### src/rtl/gam_assoc_layer_controller_pkg.sv
// GAM_package: shared types and default constants for the GAM associative layer
package GAM_package;

    localparam int ASSOC_CLASS_W  = 4;
    localparam int ASSOC_LINKS    = 4;
    localparam int ASSOC_WEIGHT_W = 8;

    typedef enum logic {
        LEARNING = 1'b0,
        RECALL   = 1'b1
    } LEARNING_RECALL_T;

    typedef enum logic [2:0] {
        IDLE,
        SCAN_L,
        SCAN_R,
        UPDATE,
        DONE
    } ASSOC_STATE_T;

    typedef struct packed {
        logic                      valid;
        logic [ASSOC_CLASS_W-1:0]  resp;
        logic [ASSOC_WEIGHT_W-1:0] weight;
    } assoc_link_t;

endpackage

### src/rtl/gam_assoc_layer_controller_slot_scan.sv
// gam_assoc_slot_scan: running first-free / min-weight / max-weight slot tracker, lowest index wins ties
module gam_assoc_slot_scan
    import GAM_package::*;
#(
    parameter int LINKS  = ASSOC_LINKS,
    parameter int SLOT_W = $clog2(LINKS)
) (
    input  logic              clk,
    input  logic              reset,
    input  logic              clear,
    input  logic              en,
    input  logic [SLOT_W-1:0] idx,
    input  assoc_link_t       link,
    output logic              free_found,
    output logic [SLOT_W-1:0] free_idx,
    output logic [SLOT_W-1:0] min_idx,
    output logic              max_found,
    output logic [SLOT_W-1:0] max_idx
);

    logic                      free_found_q, free_found_d;
    logic [SLOT_W-1:0]         free_idx_q, free_idx_d;
    logic                      min_found_q, min_found_d;
    logic [SLOT_W-1:0]         min_idx_q, min_idx_d;
    logic [ASSOC_WEIGHT_W-1:0] min_w_q, min_w_d;
    logic                      max_found_q, max_found_d;
    logic [SLOT_W-1:0]         max_idx_q, max_idx_d;
    logic [ASSOC_WEIGHT_W-1:0] max_w_q, max_w_d;

    // Fold the presented slot into the running bests; strict compares keep the earlier slot on ties
    always_comb begin
        free_found_d = free_found_q & ~clear;
        free_idx_d   = free_idx_q;
        min_found_d  = min_found_q & ~clear;
        min_idx_d    = min_idx_q;
        min_w_d      = min_w_q;
        max_found_d  = max_found_q & ~clear;
        max_idx_d    = max_idx_q;
        max_w_d      = max_w_q;
        if (en && !link.valid && !free_found_d) begin
            free_found_d = 1'b1;
            free_idx_d   = idx;
        end
        if (en && link.valid && (!min_found_d || link.weight < min_w_d)) begin
            min_found_d = 1'b1;
            min_idx_d   = idx;
            min_w_d     = link.weight;
        end
        if (en && link.valid && (!max_found_d || link.weight > max_w_d)) begin
            max_found_d = 1'b1;
            max_idx_d   = idx;
            max_w_d     = link.weight;
        end
    end

    // Tracker state register
    always_ff @(posedge clk) begin
        if (reset) begin
            free_found_q <= 1'b0;
            free_idx_q   <= '0;
            min_found_q  <= 1'b0;
            min_idx_q    <= '0;
            min_w_q      <= '0;
            max_found_q  <= 1'b0;
            max_idx_q    <= '0;
            max_w_q      <= '0;
        end else begin
            free_found_q <= free_found_d;
            free_idx_q   <= free_idx_d;
            min_found_q  <= min_found_d;
            min_idx_q    <= min_idx_d;
            min_w_q      <= min_w_d;
            max_found_q  <= max_found_d;
            max_idx_q    <= max_idx_d;
            max_w_q      <= max_w_d;
        end
    end

    assign free_found = free_found_d;
    assign free_idx   = free_idx_d;
    assign min_idx    = min_idx_d;
    assign max_found  = max_found_d;
    assign max_idx    = max_idx_d;

endmodule

### src/rtl/gam_assoc_layer_controller.sv
// gam_assoc_layer_controller: associative key->response learning and recall; GAM_ASSOC_DECAY_EN enables decay of sibling links on learn
module gam_assoc_layer_controller
    import GAM_package::*;
#(
    parameter int CLASS_W  = ASSOC_CLASS_W,
    parameter int LINKS    = ASSOC_LINKS,
    parameter int WEIGHT_W = ASSOC_WEIGHT_W
) (
    input  logic               clk,
    input  logic               reset,
    input  LEARNING_RECALL_T   learning_recall,
    input  logic               assoc_start,
    input  logic [CLASS_W-1:0] key_class,
    input  logic [CLASS_W-1:0] resp_class,
    output logic               busy,
    output logic               assoc_done,
    output logic               replaced,
    output logic [CLASS_W-1:0] recall_class,
    output logic               recall_found
);

    localparam int SLOT_W = $clog2(LINKS);
    localparam int ROWS   = 2 ** CLASS_W;

    ASSOC_STATE_T       state_q, state_d;
    logic [CLASS_W-1:0] key_q, key_d;
    logic [CLASS_W-1:0] resp_q, resp_d;
    logic [SLOT_W-1:0]  slot_q, slot_d;
    logic               hit_q, hit_d;
    logic [SLOT_W-1:0]  hit_idx_q, hit_idx_d;
    logic               replaced_q, replaced_d;
    logic [CLASS_W-1:0] recall_class_q, recall_class_d;
    logic               recall_found_q, recall_found_d;
    assoc_link_t        tbl_q [ROWS][LINKS];
    assoc_link_t        tbl_d [ROWS][LINKS];

    assoc_link_t        cur;
    logic               hit, last, scan_clear, scan_en;
    logic               free_found, max_found;
    logic [SLOT_W-1:0]  free_idx, min_idx, max_idx, tgt;
    logic [WEIGHT_W-1:0] tgt_w;

    assign cur     = tbl_q[key_q][slot_q];
    assign hit     = cur.valid && (cur.resp == resp_q);
    assign last    = slot_q == SLOT_W'(LINKS - 1);
    assign scan_en = (state_q == SCAN_L) || (state_q == SCAN_R);
    assign tgt     = hit_q ? hit_idx_q : (free_found ? free_idx : min_idx);
    assign tgt_w   = tbl_q[key_q][tgt].weight;

    gam_assoc_slot_scan #(
        .LINKS (LINKS),
        .SLOT_W(SLOT_W)
    ) u_scan (
        .clk       (clk),
        .reset     (reset),
        .clear     (scan_clear),
        .en        (scan_en),
        .idx       (slot_q),
        .link      (cur),
        .free_found(free_found),
        .free_idx  (free_idx),
        .min_idx   (min_idx),
        .max_found (max_found),
        .max_idx   (max_idx)
    );

    // Controller next-state, table update and result capture
    always_comb begin
        state_d        = state_q;
        key_d          = key_q;
        resp_d         = resp_q;
        slot_d         = slot_q;
        hit_d          = hit_q;
        hit_idx_d      = hit_idx_q;
        replaced_d     = replaced_q;
        recall_class_d = recall_class_q;
        recall_found_d = recall_found_q;
        tbl_d          = tbl_q;
        scan_clear     = 1'b0;
        case (state_q)
            IDLE: begin
                if (assoc_start) begin
                    key_d      = key_class;
                    resp_d     = resp_class;
                    slot_d     = '0;
                    hit_d      = 1'b0;
                    replaced_d = 1'b0;
                    scan_clear = 1'b1;
                    state_d    = (learning_recall == LEARNING) ? SCAN_L : SCAN_R;
                end
            end
            SCAN_L: begin
                slot_d = slot_q + SLOT_W'(1);
                if (hit) begin
                    hit_d     = 1'b1;
                    hit_idx_d = slot_q;
                    state_d   = UPDATE;
                end else if (last) begin
                    state_d = UPDATE;
                end
            end
            SCAN_R: begin
                slot_d = slot_q + SLOT_W'(1);
                if (last) begin
                    recall_found_d = max_found;
                    recall_class_d = max_found ? tbl_q[key_q][max_idx].resp : '0;
                    state_d        = DONE;
                end
            end
            UPDATE: begin
`ifdef GAM_ASSOC_DECAY_EN
                for (int i = 0; i < LINKS; i++) begin
                    if (tbl_q[key_q][i].valid) begin
                        tbl_d[key_q][i].weight = tbl_q[key_q][i].weight - WEIGHT_W'(1);
                        tbl_d[key_q][i].valid  = tbl_q[key_q][i].weight != WEIGHT_W'(1);
                    end
                end
`endif
                tbl_d[key_q][tgt].valid  = 1'b1;
                tbl_d[key_q][tgt].resp   = resp_q;
                tbl_d[key_q][tgt].weight = !hit_q ? WEIGHT_W'(1) : ((&tgt_w) ? tgt_w : tgt_w + WEIGHT_W'(1));
                replaced_d               = !hit_q && !free_found;
                state_d                  = DONE;
            end
            DONE:    state_d = IDLE;
            default: state_d = IDLE;
        endcase
    end

    // Controller and table registers; reset clears every link
    always_ff @(posedge clk) begin
        if (reset) begin
            state_q        <= IDLE;
            key_q          <= '0;
            resp_q         <= '0;
            slot_q         <= '0;
            hit_q          <= 1'b0;
            hit_idx_q      <= '0;
            replaced_q     <= 1'b0;
            recall_class_q <= '0;
            recall_found_q <= 1'b0;
            for (int i = 0; i < ROWS; i++) begin
                for (int j = 0; j < LINKS; j++) begin
                    tbl_q[i][j] <= '0;
                end
            end
        end else begin
            state_q        <= state_d;
            key_q          <= key_d;
            resp_q         <= resp_d;
            slot_q         <= slot_d;
            hit_q          <= hit_d;
            hit_idx_q      <= hit_idx_d;
            replaced_q     <= replaced_d;
            recall_class_q <= recall_class_d;
            recall_found_q <= recall_found_d;
            tbl_q          <= tbl_d;
        end
    end

    assign busy         = state_q != IDLE;
    assign assoc_done   = state_q == DONE;
    assign replaced     = assoc_done && replaced_q;
    assign recall_class = recall_class_q;
    assign recall_found = recall_found_q;

endmodule

### config.mk
export PLATFORM = sky130hd
export DESIGN_NAME = gam_assoc_layer_controller
export DESIGN_NICKNAME = d
export VERILOG_FILES = /design/src/rtl/gam_assoc_layer_controller_pkg.sv /design/src/rtl/gam_assoc_layer_controller_slot_scan.sv /design/src/rtl/gam_assoc_layer_controller.sv
export SDC_FILE = /design/constraint.sdc
export NUM_CORES = 2
export LEC_CHECK = 0
export CAP_MARGIN = 25
export CORE_ASPECT_RATIO = 1.25
export CORE_MARGIN = 1.5
export CORE_UTILIZATION = 50
export CTS_BUF_LIST = sky130_fd_sc_hd__clkbuf_4 sky130_fd_sc_hd__clkbuf_8
export DETAILED_ROUTE_END_ITERATION = 10
export PLACE_DENSITY = 0.65
export SLEW_MARGIN = 25
export SYNTH_ARGS = -nofsm -noshare
export SYNTH_HDL_FRONTEND = slang
export SYNTH_SLANG_ARGS = --single-unit
### constraint.sdc
create_clock -name clk -period 8.9 [get_ports clk]
set_input_delay 2.67 -clock clk [delete_from_list [all_inputs] [get_ports clk]]
set_output_delay 2.67 -clock clk [all_outputs]
set_load 0.01 [all_outputs]
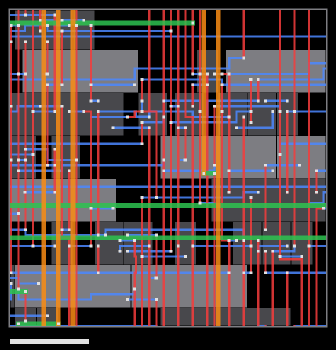
*Zoomed window*
Scale bar: 5 um. Window x 117 to 137, y 211 to 231 um. Cells in grey, sequential cells in the stronger grey; small squares are vias.
colour	layer
red	metal 2
green	metal 3
orange	metal 4
blue	metal 1
sequential cells in the window	6
most frequent	nand2_1 (6), a21oi_1 (6), dfxtp_1 (6)
netlist names of flops here include	`tbl_q` (6)
cells with their middle in the window	26

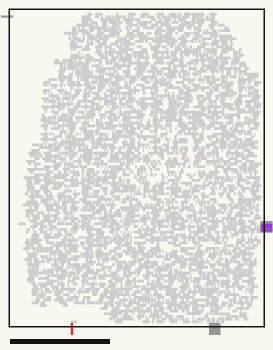
*Pin placement*
Scale bar: 100 um. Pins as bars across the die edge, other pins in grey.
colour	port	pins	direction	edge
red	`reset`	1	input	bottom
purple	`resp_class`	4	input	right
all pins by edge	11 bottom, 8 right, 1 left

==> results.sh <==
# implementation run metrics
export IMPL_status="finished clean"
export IMPL_fin_crit_sh_pct=91.0
export IMPL_hold_worst_slack_ns=0.449
export IMPL_wl_per_cell_um=23.2
export IMPL_slew_headroom_pct=23.5
export IMPL_ys_cells=4256
export IMPL_reg_top3="tbl_q: 832 flops, u_scan.max_w_q: 8 flops, u_scan.min_w_q: 8 flops"
export IMPL_final_layout_top_logic_cell="nand2_1"
export IMPL_overflow=0
export IMPL_comb_power_uw=792
export IMPL_synth_flops=879
export IMPL_edf_count=0
export IMPL_finish_instance_area_um2=43100
export IMPL_cp_max_fo=64
export IMPL_ys_area_um2=39100
export IMPL_worstPathRequired_ns=9.60
export IMPL_fin_cells=5286
export IMPL_ys_warn_count=0
export IMPL_clkLatencyLatePin_ns=0.81
export IMPL_clock_skew_ns=0.0355
export IMPL_antenna_found_initial=3
export IMPL_post_cts_buffers=0
export IMPL_power_density_nw_per_um2=198
export IMPL_num_vias=32400
export IMPL_grt_pass1_wl_um=184000
export IMPL_seqPwrFrac_pct=46.6
export IMPL_syn_num_nets=4285
export IMPL_synth_area_um2=39100
export IMPL_crit_cells=27
export IMPL_cts_buffer_depth=3
export IMPL_pg_seq_uw=3980
export IMPL_switchingPower_uw=2210
export IMPL_initial_core_util_pct=50.6
export IMPL_hpwl_um=76100
export IMPL_placed_cell_area_um2=39900
export IMPL_grt_pass1_vias=30000
export IMPL_hold_depth=2
export IMPL_setup_worst_path_start="key_q[0]$_SDFFE_PP0P_"
export IMPL_end_kind="flop"
export IMPL_clockRootBuffer="clkbuf_8"
export IMPL_hold_viol=0
export IMPL_grt_max_degree=210
export IMPL_maxCapViolCount=0
export IMPL_power_clock_uw=3770
export IMPL_path_buffers=5
export IMPL_cp_data_arrival_time_ns=8.80
export IMPL_critPathLaunchType="flop"
export IMPL_warning_count=38
export IMPL_yosys_area_top_type="dfxtp_1"
export IMPL_cts_tree="done"
export IMPL_place_gp_congestion=0.958
export IMPL_worst_pin_slew_ns=1.14
export IMPL_largest_register="tbl_q"
export IMPL_synth_cells=4256
export IMPL_path_clk_slew_ns=0.07
export IMPL_rsz0062_at_grt="false"
export IMPL_path_common_cell="buf_4"
export IMPL_grt_usage_pct=30.4
export IMPL_die_height_um=316
export IMPL_topCombFamilyByArea="simple AND/OR/NAND/NOR gates"
export IMPL_finalCriticalPeriod_ns=8.10
export IMPL_rows=114
export IMPL_clock_power_share_pct=44.1
export IMPL_ios=20
export IMPL_synth_cell_types=74
export IMPL_drv_slew=0
export IMPL_critPathKind="reg2reg"
export IMPL_synth_top_flop_cell="dfxtp_1"
export IMPL_ys_sh_adder_pct=0.544
export IMPL_sw_frac_of_total_pct=25.9
export IMPL_yosys_area_share_aoi_pct=15.0
export IMPL_p_int_uw=6330
export IMPL_synth_top_area_share_pct=45.0
export IMPL_layout_setup_ws_ns=0.802
export IMPL_r2r_end="tbl_q[29]$_SDFFE_PP0P_"
export IMPL_dp_slack_ns=0.845
export IMPL_synth_most_common_cell="nand2_1"
export IMPL_xor_share_pct=0.112
export IMPL_port_buffers=19
export IMPL_yosys_mux_area_fraction_pct=15.9
export IMPL_top_cells_by_area="dfxtp_1, mux4_2, nand2_1"
export IMPL_ys_seq_share_pct=45.0
export IMPL_min_to="tbl_q[405]$_SDFFE_PP0P_"
export IMPL_htreeDepth=4
export IMPL_setup_tns_ns=0
export IMPL_drt_antenna_violating_nets=0
export IMPL_min_path_type="reg2reg"
export IMPL_combPwrFrac_pct=9.3
export IMPL_utilization_pct=55.7
export IMPL_ir_drop_mv=0.115
export IMPL_cts_resized=0
export IMPL_viasPerCell=6.13
export IMPL_r2r_cells=27
## metal layers
metal,track usage [%],wire (um),vias to the layer above
li1,-,-,14900
met1,40.0,50300,15800
met2,48.2,56900,1380
met3,5.39,9380,309
met4,15.7,6130,0
met5,0,0,-
## final cells by class
class | count | area [um^2] | share of cell area, %
Multi-Input combinational cell | 2979 | 19900 | 46.3
Sequential cell | 879 | 17600 | 40.9
Clock buffer | 233 | 2910 | 6.77
Tap cell | 1044 | 1310 | 3.03
Timing Repair Buffer | 105 | 1020 | 2.37
Clock inverter | 15 | 169 | 0.392
Inverter | 26 | 97.6 | 0.227
Antenna cell | 5 | 12.5 | 0.0291
